### PDN straps and rails, run 1

Scale bar: 20 um. Pins as bars on the die edge.
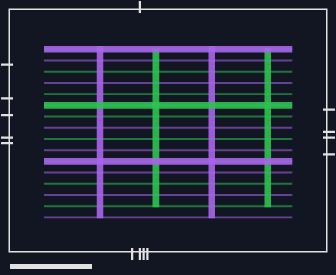
### Placed cells, one colour a class, run 1

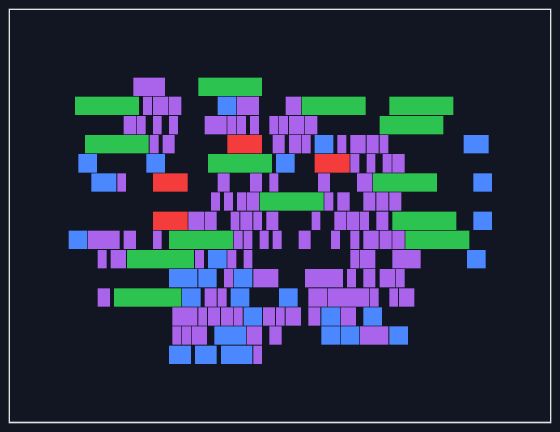
### Clock wires, drivers and flops, run 1

Scale bar: 20 um.
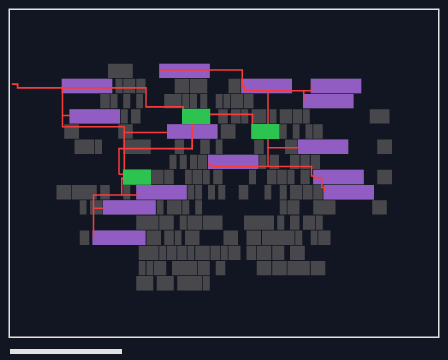
[src/rtl/bus_rr_scheduler.sv]
// -----------------------------------------------------------------------------
// bus_rr_scheduler
//
// Purpose
//   Shares one system bus between N_MASTERS requesters using round-robin
//   priority. The registered one-hot grant and its index drive the bus mux
//   select directly. A hold limit stops a single owner from starving the
//   others while they are waiting. One dead cycle (all grants low) always
//   separates two ownerships, even when the same master wins again.
//
// Handshake
//   request[i] is a level "valid": master i holds it high for as long as it
//   wants the bus. grant[i] is the matching "ready": the master owns the bus
//   during every cycle that grant[i] is high. The master ends its ownership
//   by dropping request[i]. The scheduler may also revoke a grant at the hold
//   limit, and it signals that with a one-cycle preempt pulse. Requests are
//   not latched: a request that drops before it is granted is forgotten.
//
// Parameters
//   N_MASTERS  number of requesters, 2..16
//   MAX_HOLD   maximum grant cycles while another master is requesting, >= 2
//   IDW        index width, $clog2(N_MASTERS)
//   CNT_W      hold counter width, $clog2(MAX_HOLD)
//
// Ports
//   clk         in   system clock, rising edge
//   rst         in   asynchronous, active-high reset
//   request     in   [N_MASTERS-1:0] per-master bus request (level)
//   grant       out  [N_MASTERS-1:0] registered grant, one-hot or zero
//   grant_id    out  [IDW-1:0] index of the owner; keeps its last value while idle
//   busy        out  high while any grant is high (mirrors the FSM OWN state)
//   preempt     out  one-cycle pulse after a grant is revoked at the hold limit
//
// Optional build macro
//   SCHED_DEBUG_EN  when defined, adds D_PRIORITY (= round-robin pointer) and
//                   D_HOLD (= hold counter). Scheduling is identical either way.
// -----------------------------------------------------------------------------
module bus_rr_scheduler #(
  parameter  int N_MASTERS = 4,
  parameter  int MAX_HOLD  = 16,
  localparam int IDW       = $clog2(N_MASTERS),
  localparam int CNT_W     = $clog2(MAX_HOLD)
) (
  input  logic                 clk,
  input  logic                 rst,
  input  logic [N_MASTERS-1:0] request,
  output logic [N_MASTERS-1:0] grant,
  output logic [IDW-1:0]       grant_id,
  output logic                 busy,
  output logic                 preempt
`ifdef SCHED_DEBUG_EN
  ,
  output logic [IDW-1:0]       D_PRIORITY,
  output logic [CNT_W-1:0]     D_HOLD
`endif
);

  // ---------------------------------------------------------------------------
  // Constants
  // ---------------------------------------------------------------------------
  localparam logic [CNT_W-1:0] HOLD_LAST = CNT_W'(MAX_HOLD - 1);
  localparam logic [IDW-1:0]   ID_LAST   = IDW'(N_MASTERS - 1);
  localparam logic [IDW:0]     N_CMP     = (IDW + 1)'(N_MASTERS);

  // ---------------------------------------------------------------------------
  // State
  // ---------------------------------------------------------------------------
  typedef enum logic {
    S_IDLE = 1'b0,
    S_OWN  = 1'b1
  } state_t;

  state_t                 state_q,    state_d;
  logic [N_MASTERS-1:0]   grant_q,    grant_d;
  logic [IDW-1:0]         grant_id_q, grant_id_d;
  logic                   preempt_q,  preempt_d;
  logic [IDW-1:0]         ptr_q,      ptr_d;
  logic [CNT_W-1:0]       hold_q,     hold_d;

  // ---------------------------------------------------------------------------
  // Round-robin pick
  // The request vector is rotated so that position 0 is the master at ptr.
  // The first set bit of the rotated vector is the offset of the winner from
  // ptr. That offset is then mapped back to a master index modulo N_MASTERS.
  // ---------------------------------------------------------------------------
  logic [2*N_MASTERS-1:0] req_dbl;
  logic [N_MASTERS-1:0]   req_rot;
  logic                   pick_vld;
  logic [IDW-1:0]         pick_off;
  logic [IDW:0]           pick_sum;
  logic [IDW-1:0]         pick_idx;

  assign req_dbl = {request, request};
  assign req_rot = N_MASTERS'(req_dbl >> ptr_q);

  always_comb begin
    pick_vld = 1'b0;
    pick_off = '0;
    // Scan from the highest offset down so that the lowest set offset is the
    // last one written and therefore wins.
    for (int k = N_MASTERS - 1; k >= 0; k--) begin
      if (req_rot[k]) begin
        pick_vld = 1'b1;
        pick_off = IDW'(k);
      end
    end
  end

  assign pick_sum = {1'b0, ptr_q} + {1'b0, pick_off};
  assign pick_idx = (pick_sum >= N_CMP) ? IDW'(pick_sum - N_CMP) : IDW'(pick_sum);

  // ---------------------------------------------------------------------------
  // Owner status
  // ---------------------------------------------------------------------------
  logic           owner_req;
  logic           others_req;
  logic [IDW-1:0] ptr_after_owner;

  assign owner_req       = request[grant_id_q];
  // grant_q holds exactly the owner's bit in OWN, so masking it out leaves
  // the competing requests.
  assign others_req      = |(request & ~grant_q);
  assign ptr_after_owner = (grant_id_q == ID_LAST) ? '0 : grant_id_q + IDW'(1);

  // ---------------------------------------------------------------------------
  // Next-state and output logic
  // ---------------------------------------------------------------------------
  always_comb begin
    state_d    = state_q;
    grant_d    = grant_q;
    grant_id_d = grant_id_q;
    preempt_d  = 1'b0;
    ptr_d      = ptr_q;
    hold_d     = hold_q;

    case (state_q)
      S_IDLE: begin
        if (pick_vld) begin
          grant_d           = '0;
          grant_d[pick_idx] = 1'b1;
          grant_id_d        = pick_idx;
          hold_d            = '0;
          state_d           = S_OWN;
        end
      end

      S_OWN: begin
        if (!owner_req) begin
          // Release is checked first. When it happens on the same edge as a
          // hold-limit revoke, no preempt pulse is raised.
          grant_d = '0;
          ptr_d   = ptr_after_owner;
          hold_d  = '0;
          state_d = S_IDLE;
        end else if ((hold_q == HOLD_LAST) && others_req) begin
          // The owner still wants the bus, so it ranks last in the next round.
          grant_d   = '0;
          preempt_d = 1'b1;
          ptr_d     = ptr_after_owner;
          hold_d    = '0;
          state_d   = S_IDLE;
        end else if (hold_q != HOLD_LAST) begin
          // The counter saturates. An uncontended owner stays at the limit
          // and is revoked on the first edge that sees contention.
          hold_d = hold_q + CNT_W'(1);
        end
      end

      default: begin
        state_d = S_IDLE;
        grant_d = '0;
      end
    endcase
  end

  // ---------------------------------------------------------------------------
  // Registers
  // ---------------------------------------------------------------------------
  always_ff @(posedge clk or posedge rst) begin
    if (rst) begin
      state_q    <= S_IDLE;
      grant_q    <= '0;
      grant_id_q <= '0;
      preempt_q  <= 1'b0;
      ptr_q      <= '0;
      hold_q     <= '0;
    end else begin
      state_q    <= state_d;
      grant_q    <= grant_d;
      grant_id_q <= grant_id_d;
      preempt_q  <= preempt_d;
      ptr_q      <= ptr_d;
      hold_q     <= hold_d;
    end
  end

  // ---------------------------------------------------------------------------
  // Outputs
  // ---------------------------------------------------------------------------
  assign grant    = grant_q;
  assign grant_id = grant_id_q;
  assign busy     = (state_q == S_OWN);
  assign preempt  = preempt_q;

`ifdef SCHED_DEBUG_EN
  assign D_PRIORITY = ptr_q;
  assign D_HOLD     = hold_q;
`endif

endmodule

[config.mk]
export PLATFORM = sky130hd
export DESIGN_NAME = bus_rr_scheduler
export DESIGN_NICKNAME = d
export VERILOG_FILES = /design/src/rtl/bus_rr_scheduler.sv
export SDC_FILE = /design/constraint.sdc
export NUM_CORES = 1
export LEC_CHECK = 0
export ABC_AREA = 1
export CORE_ASPECT_RATIO = 0.7
export CORE_MARGIN = 8
export CORE_UTILIZATION = 35
export DETAILED_ROUTE_END_ITERATION = 7
export GPL_ROUTABILITY_DRIVEN = 0
export PLACE_DENSITY = 0.52
export SYNTH_ARGS = -nofsm -noshare
export SYNTH_HDL_FRONTEND = slang
export SYNTH_SLANG_ARGS = --single-unit
[constraint.sdc]
create_clock -name clk -period 1.9 [get_ports clk]
set_input_delay 0.38 -clock clk [delete_from_list [all_inputs] [get_ports clk]]
set_output_delay 0.38 -clock clk [all_outputs]
set_load 0.05 [all_outputs]
==> GITHUB_STEP_SUMMARY, run 1 <==
### Yosys + OpenROAD results

| Metric | Value |
|---|---|
| Final Setup Violations | `0` |
| Fin. Hold Viols | `0` |
| Ant diodes | `0` |
| Nets | `166` |
| Non-clk bufs | `28` |
| Met2 Track Usage GR | `0.138` |
| Critical path launch point type | `flip-flop` |
| Layout clock buffers | `4` |
| Largest delay share family, worst path | `simple AND/OR/NAND/NOR gates` |
| Post-Place Cells | `182` |
| # port buffers | `13` |
| Number of nets at floorplan | `133` |
| Mapped Cells | `124` |
| Flip-flops | `14` |
| Log Warnings | `26` |
| Setup TNS Final | `0 ps` |
| Clock transition at the registers of the reported paths | `60 ps` |
| Core ar. | `2460 um2` |
| Routed WL | `2240 um` |
| Die Y-Extent | `58.5 um` |
| Comb gate area | `509 um2` |
| Pins over their slew limit | `0` |
| Drt wl/cell | `11.8 um` |
| Pwr/cell area | `1870 nW/um2` |
| Yosys stat chip area | `903 um2` |
| #MultiIn Comb | `93` |
| First-pass GRT wire length | `3800 um` |
| Netlist Area Pre-Place | `903 um2` |
| Routed wl met3 | `245 um` |
| Share of cells above drive strength 1 | `0.346` |
| Slew margin rel. | `0.643` |
| Layout filler cell count | `236` |
| Hold/Removal Path Class | `in -> async` |
| Clock-cell share of area | `0.0438` |
| DRT iter0 DRCs | `64` |
| Post-route ant nets | `0` |
| Register area | `353 um2` |
| Clk Latency, worst-skew pair | `250 ps` |
| Post-synthesis cell count from yosys | `124` |
| Pre-CTS WS | `-309 ps` |
| Antenna violations before repair | `0` |
| Total CTS buffers | `3` |
| Clk_skew | `4.24 ps` |
| Fraction of cell area in non-clock buffers | `0.184` |
| Grt met1 use | `0.149` |
| Clk buf depth | `2` |
| Arrival time worst endpoint | `1930 ps` |
| Largest area class, layout | `multi-input combinational cells` |
| Placed Area | `1140 um2` |
| FF-to-FF setup slack | `110 ps` |
| Met2 wire len | `876 um` |
| IO Pins | `14` |
| Fin crit period | `1790 ps` |
| Vias per std cell | `4.77` |
| CP cell instances | `buf_6 -> nand2_1 -> nand3_1 -> nand2_1 -> a21boi_1 -> ha_2 -> xor2_2 -> inv_1 -> nand3_1 -> nand2_2 -> nand3_1 -> nand2_1` |
| Worst-margin pin slew | `535 ps` |
| Chip Width | `76.7 um` |
| Inverters | `17` |
| Yosys Warn Count | `0` |
| Max Freq | `558 MHz` |
| Synth cell types | `21` |
| Status | `finished, final reports clean` |
| Number of global-route vias before repair | `806` |
| CP Class | `reg -> reg` |
| Reg-to-reg endpoint | `grant[2]` |
| Period Utilization, post-route | `0.943` |
| PnR worst setup slack | `108 ps` |
| Critical-path top delay cell | `dfrtp_2` |
| Crit path depth | `12` |
| FP Util | `0.367` |
| # Taps | `34` |
| Syn Area/Cell | `7.29 um2` |
| Final std cells w/o fill | `190` |
| Clock sinks | `14` |
| Worst EP required | `2030 ps` |
| MaxCap Viol Count | `0` |
| Hold_ws | `468 ps` |
| Max layer used | `met4` |
| Largest net degree at the start of global routing | `15` |
| Seq share, synth | `0.388` |
| Layout area overhead | `39.2%` |
| Via count | `906` |
| GRT Total Usage | `0.104` |
| CP max stage delay | `440 ps` |
| Overflow after GRT | `0` |
| CP Capture Type | `flip-flop` |
| Crit path to | `grant[2]` |
-- 'PDN straps and rails' (at the start) --
- VSS: purple
- VDD: green
- rows: 15
- met1 rails: 16
- met5 straps: 3
- met4 straps: 4
- signal pins: 14

-- 'Placed cells, one colour a class' (at the start) --
- sequential cells: green (cells 14; share of their area 29%)
- clock drivers and dummy loads: red (cells 4; share of their area 4.5%)
- combinational and other logic: purple (cells 110; share of their area 47%)
- remaining buffers and delay cells: blue (cells 28; share of their area 19%)
Final Cell Area: 1260 um2
post-layout util: 0.511
row cnt: 15
Seq/total area: 0.281

-- 'Clock wires, drivers and flops' (at the start) --
- flip-flops: purple (count 14)
- clock drivers: green (count 3)
- clock wires: red (length 216 um)
- routed clock nets: 4

run 1: sequential cells by signal, indices dropped and copies added, names as in the netlist:
signal,count
busy,1
preempt,1
hold_q,4
ptr_q,2
grant_id,2
grant,4
run 1: cells in the final DEF (no fill, tap or decap), types with 2 or more instances in the layout:
| cell type | instances |
|---|---|
| inv_2 | 5 |
| inv_1 | 11 |
| buf_4 | 21 |
| a21oi_1 | 2 |
| dfrtp_2 | 2 |
| nand2_1 | 31 |
| ha_1 | 2 |
| o21ai_0 | 6 |
| dfrtp_1 | 12 |
| clkbuf_8 | 4 |
| o21ai_1 | 4 |
| nand3_1 | 20 |
| dlygate4sd2_1 | 2 |
| clkdlybuf4s50_1 | 2 |
| dlymetal6s2s_1 | 2 |
| or2_2 | 2 |
| nor3_1 | 2 |
| nand3_2 | 2 |
| nand2_2 | 10 |
| nor2_1 | 3 |
run 1: repair_timing:
action                                 CTS  global route
setup endpoints to repair                3             5
resized                                  5             9
endpoints found under the hold margin    0             0
buffers inserted                         0             4
pin swaps                                2             6
run 1: synthesized netlist by cell type (all sizes together):
library cell / number / area [um2]
ha: 3 / 37.5
nand2: 42 / 185
dfrtp: 14 / 350
xor2: 2 / 17.5
or2: 2 / 12.5
nor2: 5 / 28.8
a21oi: 2 / 10.0
a21boi: 1 / 7.51
inv: 17 / 63.8
nand3: 22 / 115
a31oi: 1 / 6.26
nor3: 2 / 10.0
o21ai: 11 / 58.8
run 1: report_power, final:
part	internal (W)	switching, W
Sequential	0.000415	0.000133
Clock	0.000184	0.000111
Combinational	0.000595	0.000917
run 1: cells by family after synthesis:
kind of cell             synth area share
buffers and inverters              0.0706
adder cells (fa/ha/maj)            0.0416
XOR/XNOR                           0.0194
flip-flops                          0.388
AND/OR/NAND/NOR                     0.389
AND-OR/OR-AND                      0.0914
### Signal wires by layer, run 1

Scale bar: 20 um.
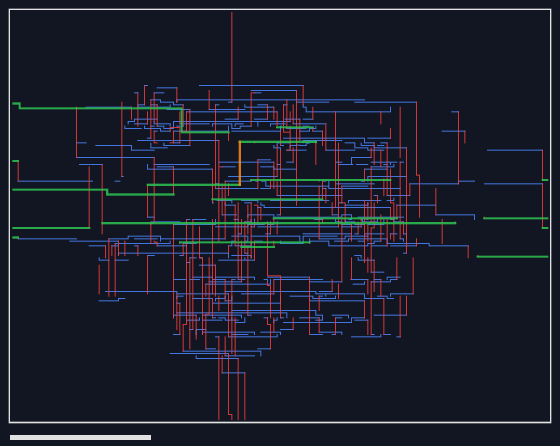

==> inputs of run 2 (changes only) <==
--- a/config.mk
+++ b/config.mk
@@ -6,12 +6,15 @@
 export NUM_CORES = 1
 export LEC_CHECK = 0
 export ABC_AREA = 1
+export CELL_PAD_IN_SITES_DETAIL_PLACEMENT = 1
+export CELL_PAD_IN_SITES_GLOBAL_PLACEMENT = 1
 export CORE_ASPECT_RATIO = 0.7
 export CORE_MARGIN = 8
-export CORE_UTILIZATION = 35
+export CORE_UTILIZATION = 37
 export DETAILED_ROUTE_END_ITERATION = 7
 export GPL_ROUTABILITY_DRIVEN = 0
-export PLACE_DENSITY = 0.52
+export PLACE_DENSITY = 0.72
+export SLEW_MARGIN = 15
 export SYNTH_ARGS = -nofsm -noshare
 export SYNTH_HDL_FRONTEND = slang
 export SYNTH_SLANG_ARGS = --single-unit
### Signal wires by layer, run 2

Scale bar: 20 um.
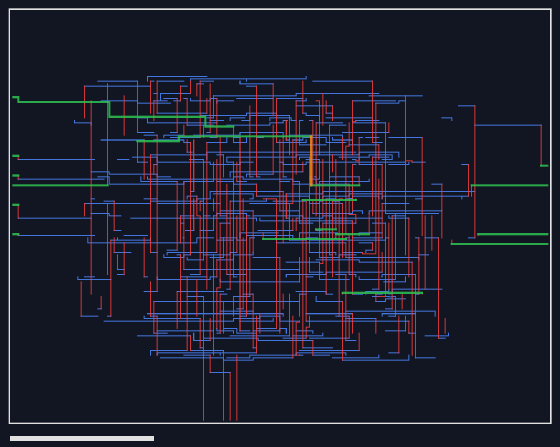
- metal 2: red (wire length 1,380 um)
- metal 4: orange (wire length 6.80 um)
- metal 1: blue (wire length 1,530 um)
- metal 3: green (wire length 153 um)
via count: 952
Routed WL: 3070 um
drt wl/cell: 16.2 um
GRT Total Usage: 0.144

### Placed cells, one colour a class, run 2

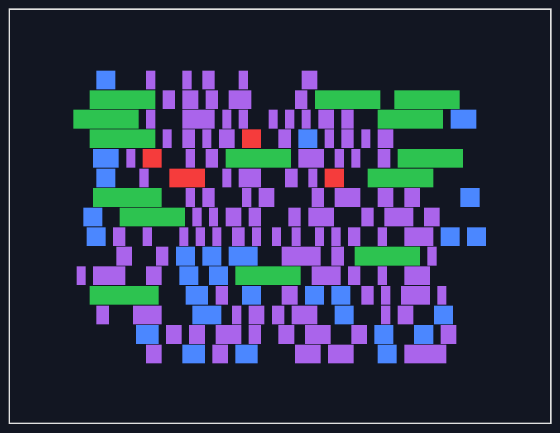
- combinational and other logic: purple (cells 110; share of their area 51%)
- sequential cells: green (cells 14; share of their area 28%)
- clock drivers and dummy loads: red (cells 4; share of their area 2.9%)
- remaining buffers and delay cells: blue (cells 28; share of their area 18%)

### Clock wires, drivers and flops, run 2

Scale bar: 20 um.
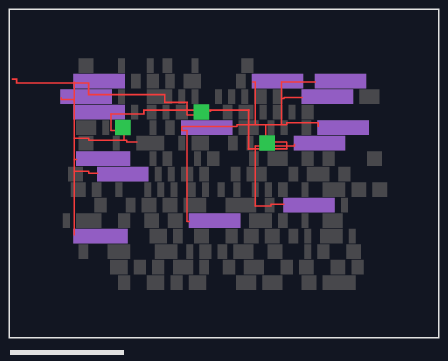
- clock drivers: green (count 3)
- flip-flops: purple (count 14)
- clock wires: red (length 232 um)
- routed clock nets: 4
Clk pwr share: 0.089
Clk Latency, worst-skew pair: 310 ps
clk_skew: 20.8 ps
P_clk: 0.000229 W

==> run 2 against run 1 <==
  * Via count is 5.1% higher
  * Flip-flop count is the same
  * Utilization is 3.7 points higher
  * Power grew 9.6%
  * Sequential share of layout area shrank 1.0 points
  * Cell count is the same
==> GITHUB_STEP_SUMMARY, run 2 <==
### Yosys + OpenROAD results

| Metric | Value |
|---|---|
| Flip-flops with a built-in enable | `0 (unchanged)` |
| Chip Width | `75.1 um (-2.2%)` |
| Top cells excl fill/tap | `nand2_1 (23), buf_4 (20), nand2_2 (16), nand3_1 (13), dfrtp_1 (12)` |
| CP Class | `reg -> reg` |
| Top cell excl fill/tap | `nand2_1` |
| Yosys Warn Count | `0 (unchanged)` |
| Share of cells above drive strength 1 | `0.449 (+0.103)` |
| Mapped Cells | `124 (unchanged)` |
| Netlist Area Pre-Place | `903 um2 (unchanged)` |
| Clock sinks | `14 (unchanged)` |
| Fin crit period | `1870 ps (+77.7 ps)` |
| Period Utilization, post-route | `0.984 (+0.0409)` |
| Antenna violations before repair | `0 (unchanged)` |
| Worst-margin pin slew | `554 ps (+18.8 ps)` |
| Critical-path top delay cell | `dfrtp_2` |
| Yosys simple share | `0.389 (unchanged)` |
| Layout filler cell count | `316 (+34%)` |
| PnR worst setup slack | `30.0 ps (-77.7 ps)` |
| Synth cell types | `21 (unchanged)` |
| MaxCap Viol Count | `0 (unchanged)` |
| Hold/Removal Path Class | `in -> async` |
| Worst EP required | `2080 ps (+50 ps)` |
| Total CTS buffers | `3 (unchanged)` |
| Largest net degree at the start of global routing | `15 (unchanged)` |
| CP Capture Type | `flip-flop` |
| Vias per std cell | `5.01 (+5.1%)` |
| Post-route ant nets | `0 (unchanged)` |
| Die Y-Extent | `57.3 um (-2.0%)` |
| Arrival time worst endpoint | `2050 ps (+120 ps)` |
| DRT iter0 DRCs | `58 (-9.4%)` |
| Post-synthesis cell count from yosys | `124 (unchanged)` |
| Routed wl met3 | `153 um (-38%)` |
| Clock transition at the registers of the reported paths | `100 ps (+40 ps)` |
| Top logic family | `simple AND/OR/NAND/NOR gates` |
| Post-CTS sizing | `10 (+5)` |
| Fin. Hold Viols | `0 (unchanged)` |
| Ant diodes | `0 (unchanged)` |
| FF-to-FF setup slack | `30 ps (-80 ps)` |
| Max Freq | `535 MHz (-4.2%)` |
| First-pass GRT wire length | `4730 um (+24%)` |
| FP Util | `0.379 (+0.0116)` |
| Nets | `166 (unchanged)` |
| CP Buf/Inv Count | `2` |
| Clk buf depth | `2 (unchanged)` |
| Core ar. | `2380 um2 (-3.1%)` |
| Number of global-route vias before repair | `982 (+22%)` |
| Status | `finished, final reports clean` |
| Mux cell area share | `0 (unchanged)` |
| # port buffers | `13 (unchanged)` |
| Top post-synthesis cells by area | `dfrtp_1 (39%), nand2_1 (14%), nand3_1 (12%), nand2_2 (5.5%), inv_1 (4.6%)` |
| CTS tree | `built` |
| Synth Area in XOR/XNOR | `0.0194 (unchanged)` |
| Critical path launch point type | `flip-flop` |
| Number of nets at floorplan | `133 (unchanged)` |
| Met2 wire len | `1380 um (+58%)` |
| Most common cell in the synthesized netlist | `nand2_1` |
| IO Pins | `14 (unchanged)` |
| Post-Place Cells | `182 (unchanged)` |
| Log Warnings | `27 (+3.8%)` |
| AO/OA Area Share | `0.0914 (unchanged)` |
| Final Setup Violations | `0 (unchanged)` |
| Layout area overhead | `44.6%` |
| Post-synth top cells | `nand2_1 (33), nand3_1 (21), dfrtp_1 (14)` |
| CP cell instances | `inv_4 -> nand2_2 -> nand3_2 -> nand3_2 -> a21boi_2 -> ha_2 -> xor2_2 -> inv_1 -> nand3_2 -> nand2_4 -> nand3_2 -> nand2_1` |
| Largest delay share family, worst path | `simple AND/OR/NAND/NOR gates` |
| Die footprint | `4300 um2` |
| Post-layout util | `0.548 (+0.0366)` |
| Slew margin rel. | `0.630 (-0.0126)` |
| Seq share, synth | `0.388 (unchanged)` |
| Yosys stat chip area | `903 um2 (unchanged)` |
| Pre-CTS WS | `-413 ps (-104 ps)` |
| Top_reg_cell synth | `dfrtp_1` |
| Syn Area/Cell | `7.29 um2 (unchanged)` |
| Max layer used | `met4` |
| Postcts setup bufs | `2 (+2)` |
| Detailed Routing Iterations Pass 1 | `4` |
| Pwr/cell area | `1980 nW/um2 (+5.5%)` |
| Adder share | `0.0416 (unchanged)` |
| Final std cells w/o fill | `190 (unchanged)` |
| Ys async rst share | `1.00 (unchanged)` |
| Overflow after GRT | `0 (unchanged)` |
| Largest type area fraction | `0.388 (unchanged)` |
| Pins over their slew limit | `0 (unchanged)` |
| Area leader, netlist | `dfrtp_1` |
| CP max stage delay | `490 ps (+50 ps)` |
| Row cnt | `15 (unchanged)` |
-- run 2: cell counts after synthesis --
No cell type changed its count.
-- run 2: worst paths after layout --
path	to	from	cells past startpoint
min in group clk	hold_q[1]	hold_q[1]	2
worst min register to register	hold_q[1]	hold_q[1]	2
worst max register to register	grant[2]	ptr_q[0]	12
max in group asynchronous	ptr_q[1]	rst	2
worst max-delay path	grant[2]	ptr_q[0]	12
worst min-delay path	hold_q[3]	rst	2
-- run 2: cells by family (layout without fill, tap and decap cells) --
group | after synthesis | count (layout)
simple gates | 73 | 73
flops | 14 | 14
fa+ha+maj | 3 | 3
xor+xnor | 2 | 2
buf+inv | 17 | 49
compound gates | 15 | 15
-- run 2: routing by layer --
metal / vias to the layer above / GRT usage
met1: 460 / 0.198
met5: - / 0
li1: 467 / -
met4: 0 / 0.0167
met2: 23 / 0.217
met3: 2 / 0.0455
-- run 2: power by group --
part	switching [W]	internal, W
logic	0.00112	0.000661
registers	0.000163	0.000413
clock network	0.000112	0.000117
total	0.00139	0.00119
-- run 2: final cells by class --
cell class	count	area (um2)	area share
Sequential cell	14	353	0.270
Multi-Input combinational cell	93	578	0.443
Timing Repair Buffer	28	228	0.174
Tap cell	34	42.5	0.0326
Inverter	17	68.8	0.0527
Clock buffer	4	36.3	0.0278
-- run 2: stage by stage --
| stage | setup TNS [ps] | hold slack (ps) | instance area, um2 | total power, W |
|---|---|---|---|---|
| 5_1_grt | -289 | 472 | 1310 | 0.00276 |
| 3_3_place_gp | -1660 | 502 | 1140 | 0.00195 |
| 2_1_floorplan | 0 | 269 | 903 | 0.00150 |
| 3_5_place_dp | -2340 | 526 | 1140 | 0.00201 |
| 6_report | 0 | 408 | 1310 | 0.00258 |
| 4_1_cts | 0 | 448 | 1200 | 0.00231 |
Power figures rest on the tool's default switching activity, not on a simulated workload.
